**src/rtl/t05_htree_pkg.sv**
```systemverilog
// rtl/t05_htree_pkg.sv - shared types, node field layout and address helper for the tree-build scheduler
package t05_htree_pkg;

  localparam int NODE_W = 71;
  localparam int DATA_W = 64;
  localparam int IDX_W  = 7;
  localparam int ADDR_W = 9;

  localparam int IDX_HI = 70;
  localparam int IDX_LO = 64;
  localparam int L1_HI  = 63;
  localparam int L1_LO  = 55;
  localparam int L2_HI  = 54;
  localparam int L2_LO  = 46;
  localparam int SUM_HI = 45;
  localparam int SUM_LO = 0;

  localparam logic [3:0] HT_EN_RUN = 4'b0011;

  typedef enum logic [3:0] {
    IDLE,
    FL_REQ,
    FL_WAIT,
    HT_RUN,
    HT_RD,
    CAPTURE,
    WR_TREE,
    WR_NULL1,
    WR_NULL2,
    NEXT,
    DONE,
    ERR
  } state_t;

  // Word address of node idx; the sum wraps modulo 2^ADDR_W by construction.
  function automatic logic [ADDR_W-1:0] node_addr(input logic [ADDR_W-1:0] base,
                                                  input logic [IDX_W-1:0]  idx);
    return base + {{(ADDR_W-IDX_W){1'b0}}, idx};
  endfunction

endpackage

```
**src/rtl/t05_htsched_sram_if.sv**
```systemverilog
// rtl/t05_htsched_sram_if.sv - single-outstanding SRAM request holder with optional ack watchdog
// Watchdog present only when T05_HTSCHED_TIMEOUT_EN is defined.
module t05_htsched_sram_if
  import t05_htree_pkg::*;
#(
  parameter int ACK_TIMEOUT = 64
) (
  input  logic              clk,
  input  logic              rst,
  input  logic              cmd_valid,
  input  logic              cmd_we,
  input  logic [ADDR_W-1:0] cmd_addr,
  input  logic [NODE_W-1:0] cmd_wdata,
  input  logic              sram_ack,
  output logic              sram_req,
  output logic              sram_we,
  output logic [ADDR_W-1:0] sram_addr,
  output logic [NODE_W-1:0] sram_wdata,
  output logic              ack_hit,
  output logic              timeout
);

  logic wd_expire;

  // An ack only counts while a request is actually outstanding.
  assign ack_hit = sram_req & sram_ack;

`ifdef T05_HTSCHED_TIMEOUT_EN
  localparam int WD_W = $clog2(ACK_TIMEOUT + 1);

  logic [WD_W-1:0] wd_cnt;

  assign wd_expire = sram_req && !sram_ack && (wd_cnt == WD_W'(ACK_TIMEOUT - 1));

  always_ff @(posedge clk) begin
    if (rst) begin
      wd_cnt  <= '0;
      timeout <= 1'b0;
    end else begin
      timeout <= wd_expire;
      if (cmd_valid || wd_expire || !sram_req || sram_ack) begin
        wd_cnt <= '0;
      end else begin
        wd_cnt <= wd_cnt + 1'b1;
      end
    end
  end
`else
  assign wd_expire = 1'b0;
  assign timeout   = 1'b0;
`endif

  // A new command may be loaded on the ack cycle, so back-to-back writes keep req high.
  always_ff @(posedge clk) begin
    if (rst) begin
      sram_req   <= 1'b0;
      sram_we    <= 1'b0;
      sram_addr  <= '0;
      sram_wdata <= '0;
    end else if (cmd_valid) begin
      sram_req   <= 1'b1;
      sram_we    <= cmd_we;
      sram_addr  <= cmd_addr;
      sram_wdata <= cmd_wdata;
    end else if (ack_hit || wd_expire) begin
      sram_req   <= 1'b0;
    end
  end

endmodule

```
**src/rtl/t05_htree_sched.sv**
```systemverilog
// rtl/t05_htree_sched.sv - tree-build sequencer and node SRAM owner
// Define T05_HTSCHED_TIMEOUT_EN to enable the SRAM ack watchdog.
module t05_htree_sched
  import t05_htree_pkg::*;
#(
  parameter int NODE_BASE   = 0,
  parameter int MAX_NODES   = 127,
  parameter int ACK_TIMEOUT = 64
) (
  input  logic              clk,
  input  logic              rst,
  input  logic              start,
  output logic              fl_start,
  input  logic              fl_done,
  output logic [3:0]        ht_en,
  input  logic              ht_wor,
  input  logic [IDX_W-1:0]  ht_idx,
  input  logic              ht_fin,
  input  logic              ht_finished,
  input  logic              ht_err,
  input  logic [NODE_W-1:0] tree_node,
  input  logic [NODE_W-1:0] null1,
  input  logic [NODE_W-1:0] null2,
  output logic [DATA_W-1:0] nulls,
  output logic              sram_finished,
  output logic              sram_req,
  output logic              sram_we,
  output logic [ADDR_W-1:0] sram_addr,
  output logic [NODE_W-1:0] sram_wdata,
  input  logic [DATA_W-1:0] sram_rdata,
  input  logic              sram_ack,
  output logic [IDX_W-1:0]  node_count,
  output logic              busy,
  output logic              done,
  output logic              error
);

  localparam logic [ADDR_W-1:0] BASE = ADDR_W'(NODE_BASE);

  state_t            state;
  logic [NODE_W-1:0] tree_q;
  logic [NODE_W-1:0] null1_q;
  logic [NODE_W-1:0] null2_q;
  logic              v1;
  logic              v2;
  logic [IDX_W-1:0]  nc_inc;

  logic              cmd_valid;
  logic              cmd_we;
  logic [ADDR_W-1:0] cmd_addr;
  logic [NODE_W-1:0] cmd_wdata;
  logic              ack_hit;
  logic              timeout;

  assign v1     = tree_q[L1_HI];
  assign v2     = tree_q[L2_HI];
  assign nc_inc = node_count + 1'b1;

  // Requests are issued on the transition into the owning state, so each
  // access occupies its state from the first cycle.
  always_comb begin
    cmd_valid = 1'b0;
    cmd_we    = 1'b0;
    cmd_addr  = '0;
    cmd_wdata = '0;
    case (state)
      HT_RUN: begin
        if (!ht_err && !ht_finished && ht_wor) begin
          cmd_valid = 1'b1;
          cmd_addr  = node_addr(BASE, ht_idx);
        end
      end
      CAPTURE: begin
        cmd_valid = 1'b1;
        cmd_we    = 1'b1;
        cmd_addr  = node_addr(BASE, node_count);
        cmd_wdata = tree_node;
      end
      WR_TREE: begin
        if (ack_hit && (v1 || v2)) begin
          cmd_valid = 1'b1;
          cmd_we    = 1'b1;
          if (v1) begin
            cmd_addr  = node_addr(BASE, null1_q[IDX_HI:IDX_LO]);
            cmd_wdata = null1_q;
          end else begin
            cmd_addr  = node_addr(BASE, null2_q[IDX_HI:IDX_LO]);
            cmd_wdata = null2_q;
          end
        end
      end
      WR_NULL1: begin
        if (ack_hit && v2) begin
          cmd_valid = 1'b1;
          cmd_we    = 1'b1;
          cmd_addr  = node_addr(BASE, null2_q[IDX_HI:IDX_LO]);
          cmd_wdata = null2_q;
        end
      end
      default: ;
    endcase
  end

  t05_htsched_sram_if #(
    .ACK_TIMEOUT (ACK_TIMEOUT)
  ) u_sram_if (
    .clk        (clk),
    .rst        (rst),
    .cmd_valid  (cmd_valid),
    .cmd_we     (cmd_we),
    .cmd_addr   (cmd_addr),
    .cmd_wdata  (cmd_wdata),
    .sram_ack   (sram_ack),
    .sram_req   (sram_req),
    .sram_we    (sram_we),
    .sram_addr  (sram_addr),
    .sram_wdata (sram_wdata),
    .ack_hit    (ack_hit),
    .timeout    (timeout)
  );

  always_ff @(posedge clk) begin
    if (rst) begin
      state         <= IDLE;
      fl_start      <= 1'b0;
      ht_en         <= '0;
      nulls         <= '0;
      sram_finished <= 1'b0;
      node_count    <= '0;
      busy          <= 1'b0;
      done          <= 1'b0;
      error         <= 1'b0;
      tree_q        <= '0;
      null1_q       <= '0;
      null2_q       <= '0;
    end else begin
      fl_start      <= 1'b0;
      sram_finished <= 1'b0;
      if (timeout) begin
        state <= ERR;
        error <= 1'b1;
        busy  <= 1'b0;
        ht_en <= '0;
      end else begin
        case (state)
          IDLE, DONE, ERR: begin
            if (start) begin
              state      <= FL_REQ;
              fl_start   <= 1'b1;
              node_count <= '0;
              done       <= 1'b0;
              error      <= 1'b0;
              busy       <= 1'b1;
            end
          end
          FL_REQ: state <= FL_WAIT;
          FL_WAIT: begin
            if (fl_done) begin
              state <= HT_RUN;
              ht_en <= HT_EN_RUN;
            end
          end
          HT_RUN: begin
            if (ht_err) begin
              state <= ERR;
              error <= 1'b1;
              busy  <= 1'b0;
              ht_en <= '0;
            end else if (ht_finished) begin
              state <= DONE;
              done  <= 1'b1;
              busy  <= 1'b0;
              ht_en <= '0;
            end else if (ht_wor) begin
              state <= HT_RD;
            end else if (ht_fin) begin
              state <= CAPTURE;
            end
          end
          HT_RD: begin
            if (ack_hit) begin
              nulls         <= sram_rdata;
              sram_finished <= 1'b1;
              state         <= HT_RUN;
            end
          end
          // The builder clears its outputs once ht_en drops, so keep copies.
          CAPTURE: begin
            tree_q  <= tree_node;
            null1_q <= null1;
            null2_q <= null2;
            ht_en   <= '0;
            state   <= WR_TREE;
          end
          WR_TREE: begin
            if (ack_hit) begin
              state <= v1 ? WR_NULL1 : (v2 ? WR_NULL2 : NEXT);
            end
          end
          WR_NULL1: begin
            if (ack_hit) begin
              state <= v2 ? WR_NULL2 : NEXT;
            end
          end
          WR_NULL2: begin
            if (ack_hit) begin
              state <= NEXT;
            end
          end
          NEXT: begin
            node_count <= nc_inc;
            if (nc_inc == IDX_W'(MAX_NODES)) begin
              state <= ERR;
              error <= 1'b1;
              busy  <= 1'b0;
            end else begin
              state    <= FL_REQ;
              fl_start <= 1'b1;
            end
          end
          default: state <= IDLE;
        endcase
      end
    end
  end

endmodule
```
**config.mk**
```make
export PLATFORM = sky130hd
export DESIGN_NAME = t05_htree_sched
export DESIGN_NICKNAME = d
export VERILOG_FILES = /design/src/rtl/t05_htree_pkg.sv /design/src/rtl/t05_htsched_sram_if.sv /design/src/rtl/t05_htree_sched.sv
export SDC_FILE = /design/constraint.sdc
export NUM_CORES = 1
export LEC_CHECK = 0
export ABC_AREA = 1
export CORE_MARGIN = 3
export CORE_UTILIZATION = 40
export CTS_CLUSTER_DIAMETER = 50
export DETAILED_ROUTE_END_ITERATION = 8
export GPL_TIMING_DRIVEN = 0
export PLACE_DENSITY = 0.75
export SLEW_MARGIN = 25
export SYNTH_ARGS = -nofsm -noshare
export SYNTH_HDL_FRONTEND = slang
export SYNTH_SLANG_ARGS = --single-unit
```
**constraint.sdc**
```tcl
create_clock -name clk -period 4.3 [get_ports clk]
set_input_delay 0.86 -clock clk [delete_from_list [all_inputs] [get_ports clk]]
set_output_delay 0.86 -clock clk [all_outputs]
set_load 0.02 [all_outputs]
```
Run 1, signal wires on met1:
Supply wires on this layer in gray.
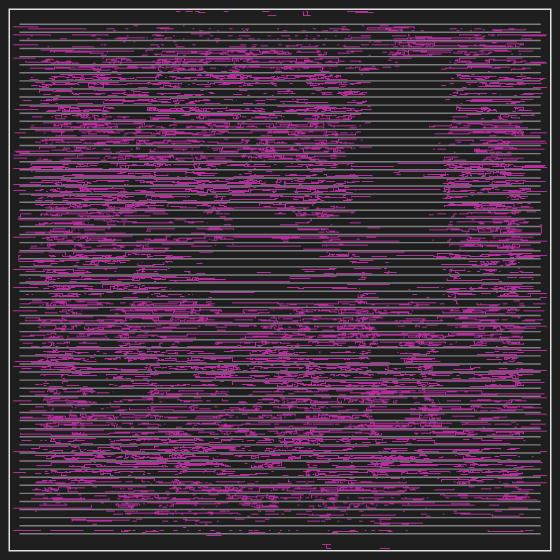
2,228 nets have wire on it. The layer holds 37% of the routed length. The wires run mostly horizontal. The longest straight run is 51.1 µm. The layer carries 18,500 µm of wire.

Run 1, sequential cells grouped by signal name:
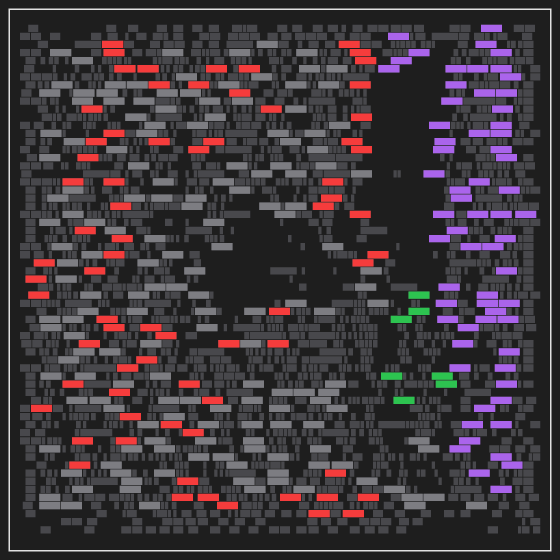
Key: `node_count` = green [sequential cells 7]; `u_sram_if.sram_wdata` = red [sequential cells 71]; `nulls` = purple [sequential cells 64, where a vertical strip on the right]

Run 1, PDN straps and rails:
Pins as bars on the die edge.
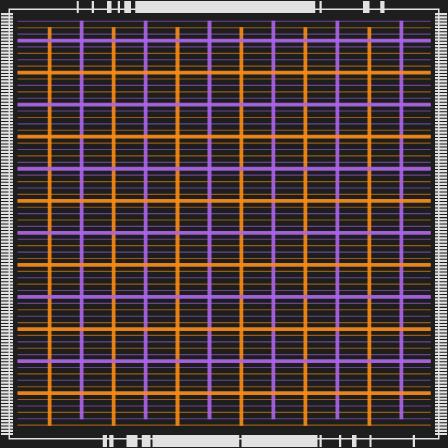
Key: VSS = orange; VDD = purple
455 signal pins sit on the boundary. 64 met1 rails follow the rows. The core has 63 rows. 12 straps on met4.

==> impl_metrics.tcl, run 1 <==
# collected from the flow reports
set metrics [dict create \
    end_kind "flip-flop" \
    grt_max_degree 15 \
    cts_sinks 305 \
    xor_share_pct 0 \
    hold_path_end "null1_q[19]$_SDFFE_PP0P_" \
    clk_latency_ns 0.52 \
    fin_nets 2430 \
    edf_count 0 \
    syn_inst 1644 \
    grt_setup_unrepaired "no" \
    crit_type "input pin to flip-flop" \
    drt-initial-drc-count 773 \
    skew_ns 0.0147 \
    ys_async_sr_fraction_pct 0 \
    finalMaxSlewViolations 0 \
    reg2reg_slack_ns 1.77 \
    viasPerCell 5.25 \
    status "completed" \
    total_leakage_power_nw 6.74 \
    cts_tree "built" \
    period_minus_slack_ns 2.86 \
    grt_pass1_vias 13200 \
    routabilityCongestion 0.903 \
    drt-pass1-iter-count 5 \
    wl_mm 50.0 \
    worst_slack_ns 1.44 \
    peakVddDrop_uv 224 \
    ctsResizeCount 0 \
    reg2reg_from "state[1]$_SDFFE_PP0P_" \
    dieArea_um2 33000 \
    synthTopCellsByArea "dfxtp_1 (50%), a21oi_1 (10%), nand2_1 (7.9%), nor2_1 (7.6%), o21ai_0 (7.5%)" \
    setup_viol_count_final 0 \
    path_clk_slew_ns 0.05 \
    hold_start "null1_q[19]$_SDFFE_PP0P_" \
    area_growth_pct 51.0 \
    warning_count 27 \
    powerDensity_nw_per_um2 372 \
    worstPathRequired_ns 4.74 \
    design.core.area_um2 30000 \
    finalClockPeriodUsage_pct 66.5 \
    ys_ff 305 \
    initCoreUtil_pct 41.1 \
    post-route-drc-count 0 \
    root_buffer "clkbuf_16" \
    finalHoldWorstSlack_ns 0.445 \
    final_common_cell "clkdlybuf4s50_1" \
    yosys.area.top_type "dfxtp_1" \
    yosys-stat-area_um2 12300 \
    antenna_found_initial 11 \
    mux_area_share_pct 1.95 \
    worstPathArrival_ns 3.30 \
    lay_top_cells "clkdlybuf4s50_1 (449), dfxtp_1 (305), nand2_1 (260)" \
    slew_headroom_pct 42.3 \
    htree_num_levels 2 \
    worst_pin_slew_ns 0.865 \
    synth.logic.top_family "AND-OR/OR-AND gates" \
    clock_path_buffers 3 \
    yosysCellCount 1644 \
    syn-cell-area_um2 12300 \
    yosys.area_share.aoi_pct 20.8 \
    die_w_um 182 \
    vias 13400 \
    hold_viol_final 0 \
    r2r_end "null1_q[41]$_SDFFE_PP0P_" \
    cts_buffers 37 \
    die_h_um 182 \
    cts_setup_buffers 0 \
    ys_seq_share_pct 49.5 \
    cp_max_fo 10 \
    pre_cts_ws_ns 0.940 \
    avgSynthCellArea_um2 7.50 \
    maxCapViolCount 0 \
    hold_class "flip-flop to flip-flop" \
    hold_buffers 0 \
    cp-start-kind "input pin" \
    hpwl_mm 38.3 \
    grt-ovfl-total 0 \
    stdcell_count 2558 \
    yosys.cell_types.count 36 \
    synthSimpleGateAreaFrac_pct 20.3 \
    synth-main-ff-cell "dfxtp_1" \
    drive_above_1_share_pct 5.51 \
    dp_cells 2486 \
    ios 455 \
    top_cell "dfxtp_1" \
    postRouteAntennaNets 0 \
    grt_pass1_wl_mm 74.4 \
    synth_warnings 0 \
    grt_use_total_pct 28.6 \
    yosys.area.top_type_share_pct 49.5 \
    placementRows 63 \
    wl_per_cell_um 19.5 \
    timing.fmax_mhz 350 \
    synth.top_cells.by_count "dfxtp_1 (305), nand2_1 (260), a21oi_1 (251)" \
    hold_depth 2 \
    startpoint "sram_ack" \
    synthAdderAreaFrac_pct 0.203 \
    fin_tns_setup_ns 0 \
    r2r_cells 7 \
    cp-endpoint "nulls[2]$_SDFFE_PP0P_" \
    portBuffers 449 \
]
## run 1: layout make-up
class	count	area, µm²
fillers	2660	11400
flip-flops and latches	305	6110
multi-input cells	1131	5350
repair buffers	449	4490
clock buffers	44	1000
plain buffers	128	576
well taps	390	488
inverters	83	312
clock inverters	20	274
diodes	8	20.0
## run 1: kinds of logic (layout without fill, tap and decap cells)
group / count (synthesis) / in the layout
fa+ha+maj: 2 / 2
compound gates: 487 / 487
buf+inv: 211 / 724
other cells: 1 / 12
flops: 305 / 305
mux: 24 / 24
simple gates: 614 / 614
## run 1: metrics by stage
step	cell area (µm²)	util, %	power [mW]
global placement	17300	57.7	3.70
floorplan	12300	-	3.26
global route	18600	62.0	7.13
detailed placement	17300	57.7	3.70
finish	18600	62.0	6.92
CTS	18600	62.0	6.95
## run 1: critical path, cell delays in order
cell and delay (ns):
clkdlybuf4s50_1 0.58, nand2_1 0.24, inv_1 0.19, clkbuf_1 0.52
clkbuf_1 0.45, nand3_1 0.26, a21oi_1 0.19
## run 1: power by group
part | leakage (nW) | internal, mW | switching [mW]
clock | 0.627 | 2.04 | 1.24
combinational | 3.66 | 0.377 | 0.367
sequential | 2.46 | 2.87 | 0.0326
total | 6.74 | 5.28 | 1.64
## run 1: flip-flops by register name, summed over array words and instances, names as in the netlist, 2 cells and up
register and flops:
nulls 64, state 4, u_sram_if.sram_wdata 71, tree_q 2, u_sram_if.sram_addr 7, null1_q 71
node_count 7, null2_q 71
## run 1: per-layer routing
layer / part of all wire [%] / GRT usage [%]
met1: 37 / 31.8
met2: 50 / 51.6
met3: 8.7 / 7.85
met4: 3.6 / 11.0
met5: 0.14 / 0
Run 1, logic cells by family:
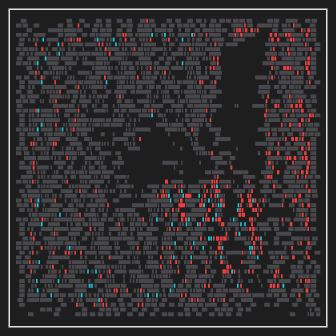

==> run 2: changes to the inputs <==
--- a/config.mk
+++ b/config.mk
@@ -11,7 +11,7 @@
 export CTS_CLUSTER_DIAMETER = 50
 export DETAILED_ROUTE_END_ITERATION = 8
 export GPL_TIMING_DRIVEN = 0
-export PLACE_DENSITY = 0.75
+export PLACE_DENSITY = 0.78
 export SLEW_MARGIN = 25
 export SYNTH_ARGS = -nofsm -noshare
 export SYNTH_HDL_FRONTEND = slang
==> constraint.sdc (replaced) <==
create_clock -name clk -period 2.6 [get_ports clk]
set_input_delay 0.52 -clock clk [delete_from_list [all_inputs] [get_ports clk]]
set_output_delay 0.52 -clock clk [all_outputs]
set_load 0.02 [all_outputs]
Run 2, logic cells by family:
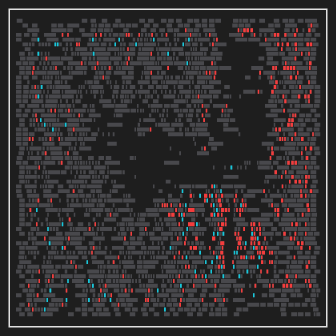
Key: inverters = cyan [cells 83, where spread over the die]; NAND gates = red [cells 357, where spread over the die]

Run 2, sequential cells grouped by signal name:
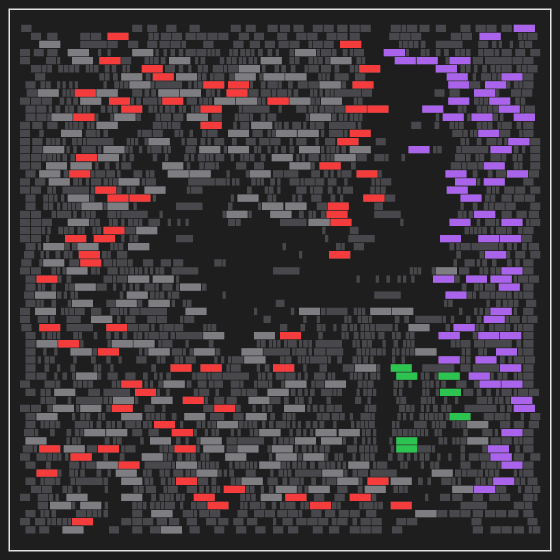
Key: `u_sram_if.sram_wdata` = red [sequential cells 71]; `nulls` = purple [sequential cells 64, where a vertical strip on the right]; `node_count` = green [sequential cells 7]
Another 163 sequential cells are not colored.

==> run 2 against run 1 <==
Compared with the run above:
- die area is the same
- design area shrank 0.22%
- setup slack lost 1.2 ns
- clock-buffer cell count grew 6
- first-iteration DRC count grew 18%
- sequential cell count is the same
- register-to-register slack lost 1.5 ns
- synthesized area is the same
- via count shrank 0.64%
==> impl_metrics.tcl, run 2 <==
# collected from the flow reports
set metrics [dict create \
    fin_nets 2430 \
    hpwl_mm 37.4 \
    final_common_cell "clkdlybuf4s50_1" \
    synthTopCellsByArea "dfxtp_1 (50%), a21oi_1 (10%), nand2_1 (7.9%), nor2_1 (7.6%), o21ai_0 (7.5%)" \
    htree_num_levels 2 \
    timing.fmax_mhz 423 \
    synth_warnings 0 \
    dieArea_um2 33000 \
    n_fill_cell 2638 \
    vias 13300 \
    finish.instance_area_um2 18600 \
    grt_pass1_vias 13400 \
    finalMaxSlewViolations 0 \
    root_buffer "clkbuf_16" \
    maxCapViolCount 0 \
    end_kind "flip-flop" \
    grt_setup_unrepaired "no" \
    synth.logic.top_family "AND-OR/OR-AND gates" \
    stdcell_count 2557 \
    finalClockPeriodUsage_pct 90.9 \
    design.core.area_um2 30000 \
    hold_start "null1_q[13]$_SDFFE_PP0P_" \
    hold_buffers 0 \
    r2r_end "u_sram_if.sram_addr[2]$_SDFFE_PP0P_" \
    cts_setup_buffers 0 \
    status "completed" \
    skew_ns 0.0163 \
    wl_mm 49.1 \
    syn_inst 1644 \
    lay_top_cells "clkdlybuf4s50_1 (449), dfxtp_1 (305), nand2_1 (260)" \
    hold_class "flip-flop to flip-flop" \
    reg2reg_slack_ns 0.24 \
    finalPower_mw 11.2 \
    hold_depth 2 \
    routabilityCongestion 0.944 \
    yosys.area_share.aoi_pct 20.8 \
    cp-endpoint "u_sram_if.sram_addr[2]$_SDFFE_PP0P_" \
    postRouteAntennaNets 0 \
    cts_buffers 37 \
    die_w_um 182 \
    drive_above_1_share_pct 5.69 \
    reg2reg_from "state[1]$_SDFFE_PP0P_" \
    drt-pass1-iter-count 5 \
    die_h_um 182 \
    xor_share_pct 0 \
    clk_latency_ns 0.52 \
    avgSynthCellArea_um2 7.50 \
    warning_count 27 \
    grt-ovfl-total 0 \
    pre_cts_ws_ns -0.267 \
    path_clk_slew_ns 0.06 \
    ios 455 \
    wl_per_cell_um 19.2 \
    slew_headroom_pct 38.1 \
    grt_use_total_pct 28.4 \
    final_core_util_pct 61.9 \
    dpl-instance-area_um2 17300 \
    synth-main-ff-cell "dfxtp_1" \
    clock_path_buffers 3 \
    worst_slack_ns 0.237 \
    yosys.area.top_type "dfxtp_1" \
    cp_max_fo 8 \
    synth.top_cells.by_count "dfxtp_1 (305), nand2_1 (260), a21oi_1 (251)" \
    total_leakage_power_nw 6.73 \
    cts_tree "built" \
    yosysCellCount 1644 \
    initCoreUtil_pct 41.1 \
    period_minus_slack_ns 2.36 \
    post-route-drc-count 0 \
    yosys-stat-area_um2 12300 \
    yosys.cell_types.count 36 \
    worstPathRequired_ns 3.04 \
    worst_pin_slew_ns 0.929 \
    fin_tns_setup_ns 0 \
    startpoint "sram_ack" \
    finalHoldWorstSlack_ns 0.451 \
    worstPathArrival_ns 2.80 \
    dp_cells 2486 \
    top_cell "dfxtp_1" \
    crit_type "input pin to flip-flop" \
    edf_count 0 \
    ys_seq_share_pct 49.5 \
    peakVddDrop_uv 402 \
    ys_async_sr_fraction_pct 0 \
]
## run 2: cell count changes in the layout (fill, tap and decap cells not counted), moves of 2 or more
| cell | delta |
|---|---|
| bufinv_16 | -4 |
| clkbuf_8 | +8 |
| clkbuf_16 | -2 |
| diode_2 | -4 |
| clkinv_8 | +2 |
## run 2: power by group
group	switching, mW	total, mW	internal [mW]
clock	2.11	5.22	3.11
sequential	0.0586	4.80	4.74
combinational	0.601	1.23	0.624
## run 2: cell families (layout without fill, tap and decap cells)
family | Yosys count | count (layout)
flip-flops | 305 | 305
multiplexers | 24 | 24
buffers and inverters | 211 | 727
AND-OR/OR-AND | 487 | 487
other | 1 | 8
AND/OR/NAND/NOR | 614 | 614
adder cells (fa/ha/maj) | 2 | 2
## run 2: metal layers
metal / global-route usage (%) / wire [µm] / up-vias
met3: 7.87 / 4320 / 124
met4: 12.8 / 2320 / 10
met1: 32.0 / 18500 / 6168
li1: - / - / 6459
met2: 49.9 / 23900 / 585
met5: 0 / 50 / -
## run 2: worst max-delay path, cell delays in order
cell	delay, ns
clkdlybuf4s50_1	0.51
nand2_1	0.24
nor3_4	0.42
inv_1	0.16
o21ai_0	0.70
a21oi_1	0.08
a31oi_1	0.16
## run 2: layout make-up
| cell class | count | area [µm²] | share of cell area, % |
|---|---|---|---|
| repair buffers | 449 | 4490 | 24.2 |
| clock buffers | 50 | 1060 | 5.73 |
| well taps | 390 | 488 | 2.63 |
| diodes | 4 | 10.0 | 0.0539 |
| multi-input cells | 1131 | 5350 | 28.8 |
| inverters | 83 | 312 | 1.68 |
| clock inverters | 17 | 183 | 0.983 |
| plain buffers | 128 | 577 | 3.10 |
| flip-flops and latches | 305 | 6110 | 32.9 |
Power is estimated from default activity; no workload was simulated.
